[src/rtl/seg_pkg.sv]
// ---------------------------------------------------------------------------
// seg_pkg
// Shared definitions for the 7-segment display path.
//   NDIG_DEF      default number of scanned digits
//   bcd_nibble_t  one decimal digit code
//   DIG_*         special digit codes understood by the downstream decoder
//   disp_mode_t   display mode encodings used across the display path
//   conv_state_t  states of the sequential binary-to-BCD converter
//   dabble_adjust add-3 correction applied to a nibble before each shift
// ---------------------------------------------------------------------------
package seg_pkg;

    localparam int NDIG_DEF = 4;

    typedef logic [3:0] bcd_nibble_t;

    // Digit codes above 9 are reserved for symbols rendered by the decoder.
    localparam bcd_nibble_t DIG_MINUS = 4'd10;
    localparam bcd_nibble_t DIG_E     = 4'd11;
    localparam bcd_nibble_t DIG_BLANK = 4'd15;

    typedef enum logic [2:0] {
        MODE_NORMAL = 3'b000,
        MODE_NEG    = 3'b001,
        MODE_ERR    = 3'b010,
        MODE_FIXED  = 3'b100
    } disp_mode_t;

    typedef enum logic {
        CONV_IDLE  = 1'b0,
        CONV_SHIFT = 1'b1
    } conv_state_t;

    // A nibble of 5 or more would exceed 9 after doubling, so pre-add 3 to
    // make the carry land in the next decimal digit.
    function automatic bcd_nibble_t dabble_adjust(input bcd_nibble_t n);
        return (n >= 4'd5) ? (n + 4'd3) : n;
    endfunction

endpackage

[src/rtl/bin_to_bcd_seq.sv]
// ---------------------------------------------------------------------------
// bin_to_bcd_seq
// Sequential double-dabble converter: one shift per clock, DATA_W clocks per
// conversion. The result register only changes on the final shift, so bcd
// never shows a partial value.
// Ports:
//   clk      in   system clock, rising edge
//   rst_n    in   asynchronous reset, active low (aborts any conversion)
//   data_in  in   DATA_W-bit binary operand
//   load     in   start strobe, accepted only while idle
//   busy     out  conversion in progress
//   bcd      out  last completed result, 4*NDIG bits, nibble 0 = units
// ---------------------------------------------------------------------------
module bin_to_bcd_seq
    import seg_pkg::*;
#(
    parameter int DATA_W = 8,
    parameter int NDIG   = NDIG_DEF
)
(
    input  logic                clk,
    input  logic                rst_n,
    input  logic [DATA_W-1:0]   data_in,
    input  logic                load,
    output logic                busy,
    output logic [4*NDIG-1:0]   bcd
);

    localparam int SW = 4 * NDIG;
    localparam int CW = (DATA_W > 1) ? $clog2(DATA_W) : 1;
    localparam logic [CW-1:0] LAST_ITER = CW'(DATA_W - 1);

    conv_state_t state;
    conv_state_t state_next;

    logic [DATA_W-1:0]    operand;
    logic [SW-1:0]        scratch;
    logic [SW-1:0]        scratch_adj;
    logic [SW+DATA_W-1:0] shifted;
    logic [CW-1:0]        iter;
    logic                 start;
    logic                 last;

    // Idle is the same thing as busy==0, so a load landing on the edge where
    // busy falls is still seen in SHIFT and dropped.
    assign start = (state == CONV_IDLE) && load;
    assign last  = (state == CONV_SHIFT) && (iter == LAST_ITER);

    // State register.
    always_ff @(posedge clk or negedge rst_n) begin
        if (!rst_n) begin
            state <= CONV_IDLE;
        end else begin
            state <= state_next;
        end
    end

    // Next-state logic: leave IDLE on an accepted load, return after the
    // final shift.
    always_comb begin
        state_next = state;
        case (state)
            CONV_IDLE:  if (load) state_next = CONV_SHIFT;
            CONV_SHIFT: if (last) state_next = CONV_IDLE;
            default:    state_next = CONV_IDLE;
        endcase
    end

    // Output decode: busy is just the registered state.
    always_comb begin
        busy = (state == CONV_SHIFT);
    end

    // Add-3 correction on every scratch nibble, then one combined left shift
    // that moves the operand MSB into the scratch LSB.
    always_comb begin
        scratch_adj = '0;
        for (int i = 0; i < NDIG; i++) begin
            scratch_adj[4*i +: 4] = dabble_adjust(scratch[4*i +: 4]);
        end
        shifted = {scratch_adj, operand} << 1;
    end

    // Datapath registers. bcd is written once, on the last shift.
    always_ff @(posedge clk or negedge rst_n) begin
        if (!rst_n) begin
            operand <= '0;
            scratch <= '0;
            iter    <= '0;
            bcd     <= '0;
        end else if (start) begin
            operand <= data_in;
            scratch <= '0;
            iter    <= '0;
        end else if (state == CONV_SHIFT) begin
            operand <= shifted[DATA_W-1:0];
            scratch <= shifted[SW+DATA_W-1:DATA_W];
            iter    <= iter + 1'b1;
            if (last) begin
                bcd <= shifted[SW+DATA_W-1:DATA_W];
            end
        end
    end

endmodule

[src/rtl/seg_scan_ctrl.sv]
// ---------------------------------------------------------------------------
// seg_scan_ctrl
// Drive side of the multiplexed 7-segment display: converts a binary value
// to BCD and scans the digits with a one-hot anode select plus the matching
// digit code. Each digit slot starts with a short all-off window to stop
// ghosting between neighbouring digits.
// Ports:
//   clk      in   system clock, rising edge
//   rst_n    in   asynchronous reset, active low
//   data_in  in   DATA_W-bit value to display
//   load     in   1-cycle strobe, captured when busy==0
//   busy     out  conversion in progress
//   bcd      out  last completed BCD result, nibble 0 = units
//   anodes   out  one-hot active-high digit select, zero while blanked
//   digit    out  BCD code of the selected digit
//   blank    out  high while anodes==0
// ---------------------------------------------------------------------------
module seg_scan_ctrl
    import seg_pkg::*;
#(
    parameter int DATA_W      = 8,
    parameter int NDIG        = NDIG_DEF,
    parameter int REFRESH_DIV = 50000,
    parameter int BLANK_CYC   = 16
)
(
    input  logic                clk,
    input  logic                rst_n,
    input  logic [DATA_W-1:0]   data_in,
    input  logic                load,
    output logic                busy,
    output logic [4*NDIG-1:0]   bcd,
    output logic [NDIG-1:0]     anodes,
    output logic [3:0]          digit,
    output logic                blank
);

    localparam int PW = (REFRESH_DIV > 1) ? $clog2(REFRESH_DIV) : 1;
    localparam int IW = (NDIG > 1) ? $clog2(NDIG) : 1;
    localparam logic [PW-1:0] PRE_LAST  = PW'(REFRESH_DIV - 1);
    localparam logic [PW-1:0] BLANK_END = PW'(BLANK_CYC);
    localparam logic [IW-1:0] IDX_LAST  = IW'(NDIG - 1);

    logic [PW-1:0]   pre;
    logic [PW-1:0]   pre_next;
    logic [IW-1:0]   idx;
    logic [IW-1:0]   idx_next;
    logic            pre_wrap;
    logic            blank_next;
    logic [NDIG-1:0] anodes_next;
    bcd_nibble_t     digit_next;

    bin_to_bcd_seq #(
        .DATA_W (DATA_W),
        .NDIG   (NDIG)
    ) u_conv (
        .clk     (clk),
        .rst_n   (rst_n),
        .data_in (data_in),
        .load    (load),
        .busy    (busy),
        .bcd     (bcd)
    );

    // Outputs are decoded from the counters' next values and registered with
    // them, so anodes/digit/blank always describe the current counter state
    // and the anode/digit pair is coherent.
    always_comb begin
        pre_wrap = (pre == PRE_LAST);
        pre_next = pre_wrap ? '0 : (pre + 1'b1);
        idx_next = idx;
        if (pre_wrap) begin
            idx_next = (idx == IDX_LAST) ? '0 : (idx + 1'b1);
        end
        blank_next  = (pre_next < BLANK_END);
        anodes_next = blank_next ? '0 : (NDIG'(1) << idx_next);
        digit_next  = bcd[{idx_next, 2'b00} +: 4];
    end

    // Prescaler, digit index and display output registers. A bcd update only
    // changes the digit code; the slot timing keeps running untouched.
    always_ff @(posedge clk or negedge rst_n) begin
        if (!rst_n) begin
            pre    <= '0;
            idx    <= '0;
            anodes <= '0;
            digit  <= '0;
            blank  <= 1'b1;
        end else begin
            pre    <= pre_next;
            idx    <= idx_next;
            anodes <= anodes_next;
            digit  <= digit_next;
            blank  <= blank_next;
        end
    end

endmodule

[config.mk]
export PLATFORM = sky130hd
export DESIGN_NAME = seg_scan_ctrl
export DESIGN_NICKNAME = d
export VERILOG_FILES = /design/src/rtl/seg_pkg.sv /design/src/rtl/bin_to_bcd_seq.sv /design/src/rtl/seg_scan_ctrl.sv
export SDC_FILE = /design/constraint.sdc
export NUM_CORES = 1
export LEC_CHECK = 0
export CAP_MARGIN = 20
export CORE_MARGIN = 8
export CORE_UTILIZATION = 33
export CTS_BUF_LIST = sky130_fd_sc_hd__clkbuf_8
export DETAILED_ROUTE_END_ITERATION = 12
export HOLD_SLACK_MARGIN = 0.06
export PLACE_DENSITY = 0.6
export SYNTH_ARGS = -nofsm -noshare
export SYNTH_HDL_FRONTEND = slang
export SYNTH_HIERARCHICAL = 1
export SYNTH_SLANG_ARGS = --single-unit
[constraint.sdc]
create_clock -name clk -period 2.4 [get_ports clk]
set_input_delay 0.36 -clock clk [delete_from_list [all_inputs] [get_ports clk]]
set_output_delay 0.36 -clock clk [all_outputs]
set_load 0.02 [all_outputs]
==> run_1/pdn.png <==
Bar = 50 um. Pins as bars on the die edge.
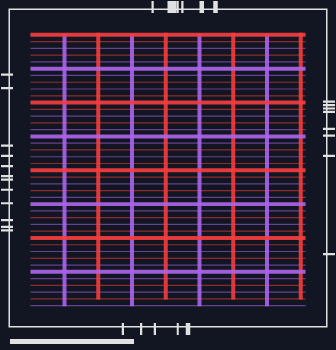
legend:
  red:
    net: VDD
  purple:
    net: VSS
met1 rails: 41
met4 straps: 8
met5 straps: 8
signal pins: 37

==> run_1/cell_classes.png <==
Fill, decap, tap and diode cells in grey.
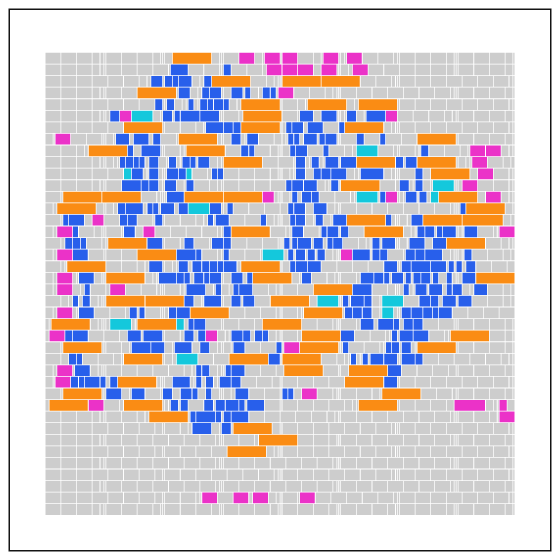
legend:
  cyan:
    class: clock drivers and dummy loads
    cells: 15
  magenta:
    class: other buffers and delay cells
    cells: 46
  orange:
    class: flip-flops
    cells: 71
  blue:
    class: all other logic
    cells: 327

==> run_1/clock_map.png <==
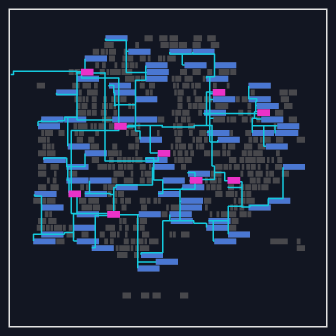
legend:
  magenta:
    item: cells driving clock nets
    count: 9
  blue:
    item: flip-flops
    count: 71
  cyan:
    item: clock wires
    length: 1060 um
routed clock nets: 10

==> run_1/metal_stack.png <==
Bar = 50 um. Two of the layers only.
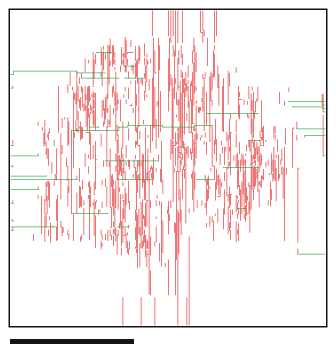
legend:
  green:
    layer: met3
    wire_length: 386 um
  red:
    layer: met2
    wire_length: 4720 um

==> notes.md, run 1 <==
Quick summary of the implementation run below.

The run finished with clean final reports. The maximum net fanout on the critical path came out at 17. The largest individual stage delay along the critical path comes from the cell dfrtp_1. The sum of overflow across all layers after global routing is 0. The most numerous cell in the Yosys netlist is dfrtp_1.

The number of DRC violations after detailed routing came out at 0. The multiplexer share of the synthesized area came out at under 10%. The placeable core region came out at 12000 um^2.

The final clock skew is between 0.01 and 0.015 ns. The synthesized instance count is ~430. The total CTS buffers is 9. Looking at the global route congestion table, the highest-usage layer is met2. The post-synthesis register bit count came out at a little over 70. The buffer-and-inverter tally for the worst setup path came out at 1. The number of non-clock inverters is 10. The cell class with the largest area share is logic gates. The length of routed met3 wiring came out at 385 um. STA reports the tightest min-delay check as being of type reg2reg.

The timing report gives the biggest stage delay along the critical path as 0.74 ns. The count of endpoints failing setup in the final report is 0. The multi-input gate count came out at 317.

Dividing the final minimum period by the clock period gives 90.7%. The sequential cells in the finished layout cover a total of between 1500 and 2000 um^2. The cell sitting at the root of the clock tree is a clkbuf_8. The number of slew-limit violations in the final report came out at 0. The number of maximum-capacitance constraint violations is 0.

The number of core rows came out at 40. The net count of the mapped netlist came out at approximately 450. STA classifies the critical path startpoint as a flop. The worst-case reg-to-reg setup slack stands at around 0.26 ns. The iteration-0 DRC count of the detailed router came out at slightly below 400. The via count of the first global-routing pass was around 3200. From bottom edge to top edge, the die measures roughly 130 um.

The count of clock-net buffers in the final layout came out at 10. Timing analysis after detailed placement gives a worst setup slack of 0.310 ns. The async set or reset register ratio after synthesis is 100%. The overall global routing resource usage came out at roughly 12%.

The number of cells reported by Yosys stat comes to approximately 430. The clock net in this run drives a total of 71 sinks. Global routing used about 14% of the available met1 tracks. The final weighted congestion in routability-driven placement is 0.830. The startpoint identified for the worst register-to-register timing path is pre[0]. Per the timing report, the achievable frequency comes out to ~0.46 GHz. The simple-gate portion of the synthesized area is between 20 and 25%. Sequential cells make up a little under two fifths of the cell area. Once routing completed, OpenROAD measured the worst setup slack at between 0.2 and 0.25 ns. The layout sequential cell count is around 70.

The average instance in the mapped netlist occupies roughly 9.4 um^2. The highest layer used for signal routing is met4. The clock period minus final worst setup slack came out at around 2.2 ns. The combinational gate area came out at 2070 um^2. Ranked by total cell area, the synthesized netlist is headed by dfrtp_1 (43%), nand2_1 (5.9%), ha_1 (3.7%). The proportion of layout cells with a drive suffix above 1 came out at 8.06%. The antenna diode instance count is 0.

The number of I/O pins is 37. Tap insertion was completed with 147 tapcells. The worst setup path is of the reg2out kind. The critical path arrival came out at 1.82 ns. The clock H-tree reported by CTS has 3 levels. The most used flip-flop cell after synthesis is dfrtp_1. The slew check shows that the tightest pin keeps a relative margin of 59.1%. Including well taps, the total number of placed cells is 590. The clock tree buffer depth came out at 2.

The static leakage is 1.96 nW. The count of nets left with antenna violations once routing finished came out at 0. The total setup buffers inserted after CTS is 0.

STA lists the startpoint of the worst hold path as u_conv/iter[0]. The maximum number of pins on one net before global-route repair came out at ~48. The layout report lists the clock-cell share of area as 3.50%.

The die outline width is between 100 and 150 um. The fraction of standard cell area in multi-input logic came out at between 40% and 50%. The routed design has 9.48 mm of wire. Gates resized during post-CTS repair numbered 0. Setup repair after global routing left no endpoint under its margin. TritonCTS built the clock tree.

The wire length on met2 came out at approximately 4.7 mm. The net count of the finished layout came out at approximately 480. The post-layout utilization of the core is between 30% and 40%. The total power density per cell area came out at 1070 nW/um^2. The cell type that accounts for the most area after synthesis is dfrtp_1.
run 1: layout by cell type (no fill, tap or decap), types with 9 or more instances in the layout:
cell type | synthesis | final
ha_1 | 12 | 12
clkdlybuf4s50_1 | 0 | 35
nand4_1 | 9 | 9
mux2i_1 | 14 | 14
a211oi_1 | 13 | 13
nand3_1 | 23 | 23
nand2b_1 | 14 | 14
nand2_1 | 64 | 64
nor2_1 | 14 | 14
o21ai_1 | 18 | 18
a21oi_1 | 16 | 16
dfrtp_1 | 70 | 70
clkbuf_8 | 0 | 10
run 1: power breakdown:
group	internal (mW)	leakage, nW	switching, mW
logic	0.951	0.968	1.17
registers	1.55	0.907	0.491
clock network	0.388	0.0891	0.455
total	2.89	1.96	2.12
==> run_1/final_clocks.png <==
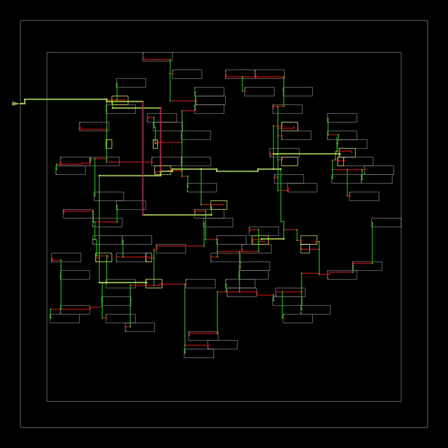

==> run 2: changes to the inputs <==
--- a/config.mk
+++ b/config.mk
@@ -11,7 +11,7 @@
 export CTS_BUF_LIST = sky130_fd_sc_hd__clkbuf_8
 export DETAILED_ROUTE_END_ITERATION = 12
 export HOLD_SLACK_MARGIN = 0.06
-export PLACE_DENSITY = 0.6
+export PLACE_DENSITY = 0.62
 export SYNTH_ARGS = -nofsm -noshare
 export SYNTH_HDL_FRONTEND = slang
 export SYNTH_HIERARCHICAL = 1
==> constraint.sdc (replaced) <==
create_clock -name clk -period 1.7 [get_ports clk]
set_input_delay 0.255 -clock clk [delete_from_list [all_inputs] [get_ports clk]]
set_output_delay 0.255 -clock clk [all_outputs]
set_load 0.02 [all_outputs]
==> run_2/final_clocks.png <==
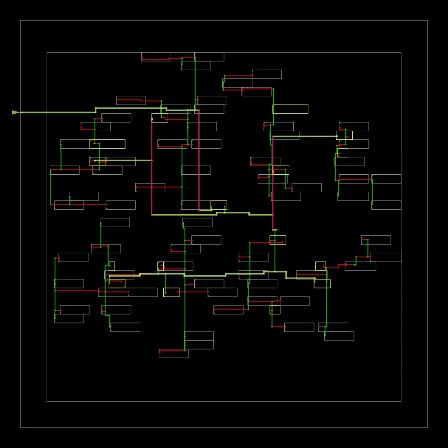
TritonCTS Buffers: 9
clk_lat worst skew: 0.37 ns
worst-case clock skew: 0.0104 ns

==> run_2/metal_stack.png <==
Bar = 50 um. Two of the layers only.
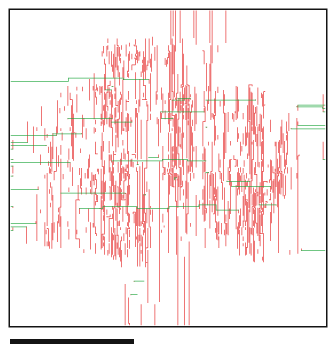
legend:
  green:
    layer: met3
    wire_length: 481 um
  red:
    layer: met2
    wire_length: 5210 um

==> run_2/clock_map.png <==
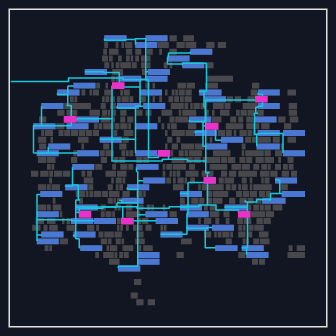
legend:
  magenta:
    item: cells driving clock nets
    count: 9
  blue:
    item: flip-flops
    count: 71
  cyan:
    item: clock wires
    length: 995 um
routed clock nets: 10

==> run 2 against run 1 <==
Effect of this change:
- the flow now finishes with violations (setup timing)
- sequential power grew 38%
- synthesized cell count unchanged
- clock power is 79% higher
- sequential cell count unchanged
- via count is 7.4% higher
- worst setup slack got worse by 0.37 ns
- power increased by 50%
- sequential share of layout area fell by 5.1 points
- core utilization increased by 6.1 points
- area after synthesis stayed put
- critical path depth grew 7
- cell area increased by 16%
- critical path type is now reg2reg
- highest routed layer unchanged
==> notes.md, run 2 <==
Quick summary of the implementation run below.

The register-to-register setup slack is -0.15 ns (was 0.26 ns). The number of core rows is 40 (unchanged). The buffer-and-inverter tally for the worst setup path came to 3 (was 1). The antenna diode instance count came out at 0 (unchanged).

The switching part of the total power came out at 41.1% (was 42.3%). The die outline height came out at 127 um (unchanged). The critical register-to-register path startpoint is pre[5] (was pre[0]). The final weighted congestion in routability-driven placement is 0.832 (was 0.830). The cell internal power dissipation was 4.42 mW (was 2.89 mW). The combinational-cell power consumption came to 3.18 mW (was 2.12 mW).

The simple-gate portion of the synthesized area is 21.5% (unchanged). The portion of total power attributed to sequential cells is 37.5% (was 40.8%). The share of the clock period used by the worst path is 109%.

The overall global routing resource usage is 12.9% (was 12.2%). RSZ-0062 raised after global routing: yes (was no). The combinational fraction of design power was 42.4% (about the same). The post-layout utilization of the core was 45.1% (was 39.0%). The net count of the mapped netlist was 454 (unchanged).

Result of the run: finished, violations left (was finished clean). The critical path's slowest cell was or4_4 (was dfrtp_1). The die outline width was 127 um (unchanged). The wire length on met2 is 5.21 mm (was 4.72 mm). The cell at the root of the clock tree is clkbuf_8 (unchanged). The remaining antenna violation count after routing is 0 (unchanged). The proportion of layout cells with a drive suffix above 1 is 24.6% (was 8.06%). The sort of element at the start of the critical path was a flop (unchanged). The clock network power came out at 1.51 mW (was 843 uW).

The total net switching power is 3.09 mW (was 2.12 mW). The most used flip-flop cell after synthesis is dfrtp_1 (unchanged). The maximum number of pins on one net before global-route repair was 72 (was 48).

The level count of the clock H-tree is 3 (unchanged). The worst slew margin relative to its limit came to 72.8% (was 59.1%). The count of endpoints failing setup in the final report came out at 10 (was 0). The stage-log warning count is 33 (was 30).

The number of slew-limit violations in the final report is 0 (unchanged). The sum of overflow across all layers after global routing came out at 0 (unchanged). The clock tree buffer depth came out at 2 (unchanged).

The checks that failed: setup timing. The most heavily used metal layer in global routing is met2 (unchanged). The number of maximum-capacitance constraint violations came out at 0 (unchanged).

The synthesized instance count is 431 (unchanged). The per-instance average area after synthesis came out at 9.42 um^2 (unchanged). The most numerous cell in the Yosys netlist is dfrtp_1 (unchanged). The power attributed to sequential cells came out at 2.82 mW (was 2.05 mW). The setup slack after layout was -0.145 ns (was 0.224 ns). The met1 usage is 15.0% (was 14.3%).

The number of DRC violations after detailed routing came out at 0 (unchanged). The via count of the first global-routing pass is 3448 (was 3211). The group with the largest share of power was combinational logic (unchanged). The maximum net fanout on the critical path is 5 (was 17). The iteration-0 DRC count of the detailed router came to 305 (was 396). The highest layer used for signal routing is met4 (unchanged).

The length of routed met3 wiring came out at 480 um (was 385 um). The critical path arrival is 2.14 ns (was 1.82 ns). The maximum cell stage delay along the critical path is 0.50 ns (was 0.74 ns). The post-placement worst setup slack is -0.248 ns (was 0.310 ns).

The TritonCTS sink count is 71 (unchanged). The highest clock frequency the design can meet is roughly 0.54 GHz. The async set or reset register ratio after synthesis came out at 100% (unchanged). The clock network fraction of total power is 20.2% (was 16.8%). The highest-count logic cell in the final layout is dfrtp_1 (unchanged).

The total power density per cell area was 1390 nW/um^2 (was 1070 nW/um^2). Dominant logic cell types in the final layout: dfrtp_1 (67), nand2_1 (64), buf_4 (47) (was dfrtp_1 (70), nand2_1 (64), clkdlybuf4s50_1 (35)). The number of cells in the design after placement is 626 (was 590). The static leakage is 2.39 nW (was 1.96 nW). The count of distinct cell types in the synthesized netlist is 58 (unchanged). The number of I/O pins came to 37 (unchanged). The biggest area consumer among synthesized cells is dfrtp_1 (unchanged). The share of the synthesized area in the top cell type was 43.1% (unchanged).

The worst hold-check path type was in2async (was reg2reg). The placeable core region came to 12000 um^2 (unchanged).
-- run 2: cell counts after synthesis --
Identical to the previous run, type by type.
-- run 2: timing repair --
item,CTS,global route
buffers inserted,10,2
pin swaps,7,15
gates resized,39,30
cloned,1,0
hold endpoints to repair,70,0
setup endpoints to repair,24,22
hold buffers,1,0
-- run 2: cell type report --
class,instances,area (um^2),area share (%)
multi-input combinational,318,2330,43.0
sequential,71,1780,32.9
timing repair buffer,94,863,15.9
tap,147,184,3.39
clock buffer,9,124,2.29
clock inverter,7,96.3,1.78
inverter,10,37.5,0.693
-- run 2: stage by stage --
stage / hold WS [ns] / instance area, um^2
2_1_floorplan: -0.0406 / 4100
3_3_place_gp: 0.314 / 4820
3_5_place_dp: 0.314 / 4820
4_1_cts: 0.461 / 5270
5_1_grt: 0.490 / 5420
6_report: 0.446 / 5420
No activity file was given, so power comes from the tool's default toggle rates.
